File: config.mk
export PLATFORM = sky130hd
export DESIGN_NAME = writeback_stage
export DESIGN_NICKNAME = d
export VERILOG_FILES = /design/src/rtl/writeback_stage.sv
export SDC_FILE = /design/constraint.sdc
export NUM_CORES = 1
export LEC_CHECK = 0
export CORE_MARGIN = 8
export CORE_UTILIZATION = 46
export CTS_CLUSTER_SIZE = 28
export DETAILED_ROUTE_END_ITERATION = 8
export GPL_TIMING_DRIVEN = 0
export PLACE_DENSITY = 0.88
export SETUP_SLACK_MARGIN = 0.05
export SYNTH_ARGS = -nofsm -noshare
export SYNTH_HDL_FRONTEND = slang
export SYNTH_SLANG_ARGS = --single-unit
File: constraint.sdc
create_clock -name clk -period 3.3 [get_ports clk]
set_clock_uncertainty 0.2 [all_clocks]
set_input_delay 0.66 -clock clk [delete_from_list [all_inputs] [get_ports clk]]
set_output_delay 0.66 -clock clk [all_outputs]
set_load 0.05 [all_outputs]
File: src/rtl/writeback_stage.sv
// MEM/WB pipeline register and writeback logic: load extraction, load-wait back-pressure,
// retirement counting and sticky load-fault flag.
module writeback_stage #(
  parameter int unsigned LOAD_TIMEOUT = 16
) (
  input  logic        clk,
  input  logic        rst_n,
  input  logic        InstrValidM,
  input  logic        RegWriteM,
  input  logic        MemToRegM,
  input  logic [2:0]  LoadTypeM,
  input  logic [31:0] ALUOutM,
  input  logic [4:0]  WriteRegM,
  input  logic [31:0] ReadDataM,
  input  logic        ReadValidM,
  input  logic        FlushW,
  output logic        StallM,
  output logic [31:0] ResultW,
  output logic [4:0]  WriteRegW,
  output logic        RegWriteW,
  output logic [31:0] RetireCountW,
  output logic        ErrorW
);

  localparam int unsigned CNT_W = $clog2(LOAD_TIMEOUT) + 1;

  typedef enum logic {S_RUN, S_WAIT} state_e;

  state_e             state_q, state_d;
  logic [CNT_W-1:0]   wait_cnt_q, wait_cnt_d;
  logic [31:0]        result_q, result_d;
  logic [4:0]         write_reg_q, write_reg_d;
  logic               reg_write_q, reg_write_d;
  logic [31:0]        retire_cnt_q, retire_cnt_d;
  logic               error_q, error_d;

  logic               load;
  logic               misaligned;
  logic               timeout_hit;
  logic               stall;
  logic               bubble;
  logic [7:0]         byte_sel;
  logic [15:0]        half_sel;
  logic [31:0]        load_data;

  // Big-endian byte/half selection and extension of the returned word
  always_comb begin
    byte_sel  = ReadDataM[31:24];
    case (ALUOutM[1:0])
      2'd1:    byte_sel = ReadDataM[23:16];
      2'd2:    byte_sel = ReadDataM[15:8];
      2'd3:    byte_sel = ReadDataM[7:0];
      default: byte_sel = ReadDataM[31:24];
    endcase
    half_sel   = ALUOutM[1] ? ReadDataM[15:0] : ReadDataM[31:16];
    load_data  = ReadDataM;
    misaligned = |ALUOutM[1:0];
    case (LoadTypeM)
      3'b001: begin load_data = {{24{byte_sel[7]}}, byte_sel}; misaligned = 1'b0; end
      3'b101: begin load_data = {24'd0, byte_sel};             misaligned = 1'b0; end
      3'b010: begin load_data = {{16{half_sel[15]}}, half_sel}; misaligned = ALUOutM[0]; end
      3'b110: begin load_data = {16'd0, half_sel};              misaligned = ALUOutM[0]; end
      default: begin load_data = ReadDataM; misaligned = |ALUOutM[1:0]; end
    endcase
  end

  assign load        = InstrValidM & MemToRegM & RegWriteM;
  assign timeout_hit = (state_q == S_WAIT) & (wait_cnt_q == CNT_W'(LOAD_TIMEOUT - 1)) & ~ReadValidM;
  // Misaligned loads never wait on memory; stall is forced low while in reset
  assign stall       = rst_n & load & ~misaligned & ~ReadValidM & ~FlushW & ~timeout_hit;
  assign bubble      = FlushW | stall | ~InstrValidM | timeout_hit | (load & misaligned);
  assign StallM      = stall;

  always_comb begin
    state_d      = state_q;
    wait_cnt_d   = '0;
    result_d     = result_q;
    write_reg_d  = write_reg_q;
    reg_write_d  = 1'b0;
    retire_cnt_d = retire_cnt_q;
    error_d      = error_q;

    case (state_q)
      S_RUN:  if (stall) state_d = S_WAIT;
      S_WAIT: begin
        if (ReadValidM | FlushW | timeout_hit) state_d = S_RUN;
        else wait_cnt_d = wait_cnt_q + CNT_W'(1);
      end
      default: state_d = S_RUN;
    endcase

    if (!bubble) begin
      result_d     = load ? load_data : ALUOutM;
      write_reg_d  = WriteRegM;
      reg_write_d  = RegWriteM & (WriteRegM != 5'd0);
      retire_cnt_d = retire_cnt_q + 32'd1;
    end

    if (!FlushW && ((load && misaligned) || timeout_hit)) error_d = 1'b1;
  end

  always_ff @(posedge clk or negedge rst_n) begin
    if (!rst_n) begin
      state_q      <= S_RUN;
      wait_cnt_q   <= '0;
      result_q     <= '0;
      write_reg_q  <= '0;
      reg_write_q  <= 1'b0;
      retire_cnt_q <= '0;
      error_q      <= 1'b0;
    end else begin
      state_q      <= state_d;
      wait_cnt_q   <= wait_cnt_d;
      result_q     <= result_d;
      write_reg_q  <= write_reg_d;
      reg_write_q  <= reg_write_d;
      retire_cnt_q <= retire_cnt_d;
      error_q      <= error_d;
    end
  end

  assign ResultW      = result_q;
  assign WriteRegW    = write_reg_q;
  assign RegWriteW    = reg_write_q;
  assign RetireCountW = retire_cnt_q;
  assign ErrorW       = error_q;

endmodule

==> images/placement.png <==
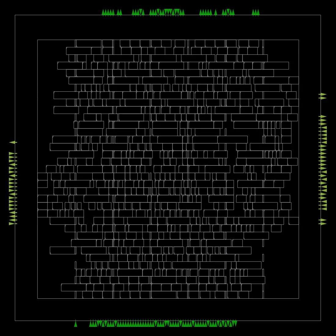
sequential cells: 77
Filler Cell Count: 704
sequential share of cell area: 31.1%
final standard cell count with taps included and fillers excluded: 734
area inside the core boundary: 9150 sq um

==> images/metal_density.png <==
22 x 22 tiles, from dark blue (low) to red (high), scaled to the fullest tile. Values are wire area over tile area, all layers added.
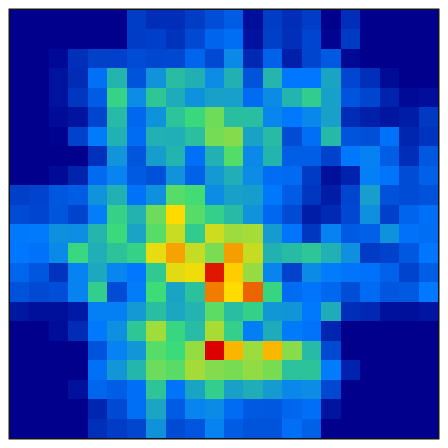
tiles over half the peak = 9.5%
nearly empty tiles = 20%
fullest tile = 0.83

==> results.txt <==
area taken by flip-flops and latches = 1930 sq um
residual DRC count = 0
most area-consuming cells after synthesis = sky130_fd_sc_hd__dfrtp_1, sky130_fd_sc_hd__nand2_1, sky130_fd_sc_hd__xnor2_1, sky130_fd_sc_hd__o21ai_0, sky130_fd_sc_hd__a21oi_1
routed wire length on met2 = 6950 um
Nets at Floorplan = 537
number of global-route vias before repair = 4,425
most area-hungry cell type in the Yosys netlist = sky130_fd_sc_hd__dfrtp_1
Top Family by Delay on Critical Path = buffers and inverters
Tool Warnings = 26
number of clock buffers inserted by TritonCTS = 9
tap cells = 111
list of cells traversed by the critical path = clkdlybuf4s50_1 -> nor2b_1 -> clkbuf_2 -> nor3_1 -> nor3_2 -> buf_6
post-CTS sizing = 7
global routing met2 resource utilization = 37.3%
vias = 4,268
average wire length per cell after detail routing = 19.5 um
Clock Power = 0.000828 W
worst slew slack as a fraction of its limit = 58.2%
combined buffer and inverter count along the critical path = 3
ratio of cells with drive above 1 in the final layout = 9.47%
Most Used Layer, Global Route = met2
synthesis warning total = 0
most common cell after layout, fill and taps aside = sky130_fd_sc_hd__clkdlybuf4s50_1
initial drt markers = 419
count of hold-fix buffers inserted at cts = 0
worst reg2reg path endpoint = ResultW[27]
wire length of the first global-routing pass = 23,200 um
IO Port Bufs = 150
commonest register cell after synthesis = sky130_fd_sc_hd__dfrtp_1
endpoints failing setup = 0
highest achievable clock rate = 0.316 GHz
initial antenna violation count = 0
vertical die size = 112 um
xor/xnor share = 6.75%
Non-CTS buffers = 180
Signal inverters = 10
Std-Cell Rows = 35
dpl hpwl = 11,300 um
Synth cell types = 52
clock-pin transition on the worst setup and hold timing paths = 0.09 ns
share of synthesized cell area in and-or and or-and compound cells = 19.7%
clk buf depth = 2
worst reg2reg path startpoint = wait_cnt_q[0]
number of max-capacitance violations reported = 0
maximum resistive drop on vdd = 0.238 mV
maximum level of the CTS H-tree = 3
share of total power in the clock network = 27.5%
post-synth tally of flip-flops with integrated enable = 0
met3 Usage GRT = 5.15%
internal power of the cells = 0.00188 W
highest-delay cell along the critical path = sky130_fd_sc_hd__clkdlybuf4s50_1
basic-gate share of the synthesized area counting and, or, nand and nor cells = 18.6%
post-route cell area = 6190 sq um
number of cells on the worst reg-to-reg path = 9
register bit count reported by yosys = 77
share of cell area taken by muxes after synthesis = 5.00%
sequential cell area fraction in the yosys report = 45.0%
result of the run = completed
Levels on crit path = 6
RSZ-0062 raised after global routing = no
Overall Global Routing Usage = 22.8%
area of the die = 12,700 sq um
worst-skew pair later-pin latency = 0.35 ns
power in combinational cells = 0.00104 W
number of cells produced by synthesis = 455
Final Net Count = 700
met3 WL = 1110 um
final tally of hold violations = 0
transition time at the pin with the least slew margin = 0.627 ns
largest combinational cell category by area = AND-OR/OR-AND gates
Syn Std Cell Area = 4280 sq um
cell area after placement = 5950 sq um
met1 layer usage reported by global route = 26.9%
routability-driven placement congestion ratio = 0.918
class of the most critical setup path = input pin to output pin
combinational gate count = 340
post-synthesis cell type with the largest instance count = sky130_fd_sc_hd__dfrtp_1
fraction of cell area in non-clock buffers = 27.0%
element type at the critical path end = output pin
number of clock sinks seen by CTS = 77
drt total wl = 14,300 um
Top Ports = 151
top layer reached by signal wires = met4
Comb/total area = 35.3%
switching pwr = 0.00113 W
required time of the critical path = 2.44 ns
clock buffer count in the final layout = 10
M1 wire length = 5570 um
Antenna Violating Nets Remaining = 0
Setup crit start kind = input pin
leakage power figure = 2.58 nW
post-CTS setup buffer count = 0
max-slew violation total from the final report = 0
multi-input combinational cell area = 2180 sq um
fin crit period = 3.16 ns
clock tree from TritonCTS = yes
pin count of the biggest net entering global routing = 42
Yosys Chip Area = 4280 sq um
number of detailed-route iterations in the first pass = 6
portion of synthesized cell area occupied by the leading cell type = 45.0%
flop2flop setup slack = 0.48 ns
endpoint arrival time on the critical path = 2.30 ns
Starting Density = 46.8%
Min-Delay Path Class = input pin to async pin
cell class ranked first by area = combinational gates
remaining global-route overflow = 0
Area Overhead vs Synth = 44.5%
cell count in the Yosys report = 455
proportion of total power due to net switching = 37.6%
power density over the cells = 486 nW/um^2
Adders+Majority by Area = 0.876%
sequential-cell power consumption = 0.00114 W
origin of the worst setup path = LoadTypeM[0]
detail-routed via count per cell = 5.81
cell at the root of the clock tree = sky130_fd_sc_hd__clkbuf_8
maximum fanout count along the critical path = 10
delay of the slowest critical-path stage = 0.51 ns
combinational fraction of design power = 34.6%
==> images/flops_by_reg.png <==
Bar = 20 um.
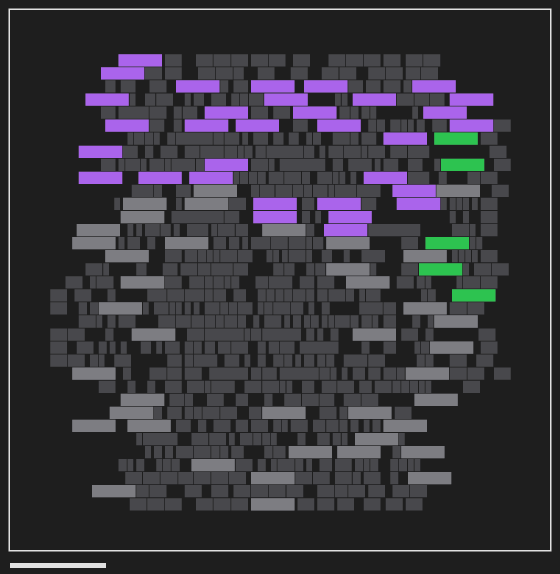
purple -> `RetireCountW`  # placed flops 32
green -> `WriteRegW`  # placed flops 5, where middle right
not coloured = 40

==> images/clk_routes.png <==
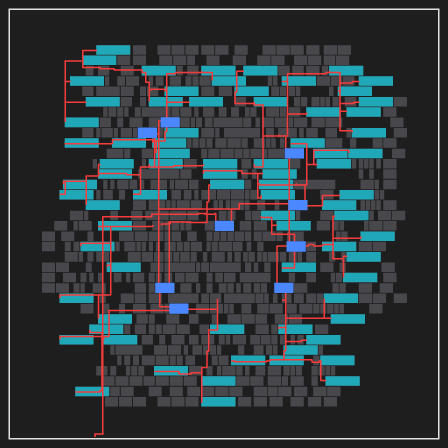
cyan -> flip-flops  # count 77
blue -> clock drivers  # count 9
red -> clock wires  # length 1,020 um
flops lie = all over the die
routed clock nets = 10

==> through the flow <==
step / setup slack, ns / hold WS, ns / TNS (ns) / utilization, % / total power, W
floorplan: 0.307 / 0.164 / 0 / - / 0.00175
global placement: -2.82 / 0.245 / -230.82 / 64.8 / 0.00217
detailed placement: -0.597 / 0.266 / -0.597 / 65.0 / 0.00220
CTS: 0.112 / 0.0762 / 0 / 67.5 / 0.00302
global route: 0.0523 / 0.0937 / 0 / 67.6 / 0.00313
finish: 0.140 / 0.0637 / 0 / 67.6 / 0.00301
No activity file was given, so power comes from the tool's default toggle rates.
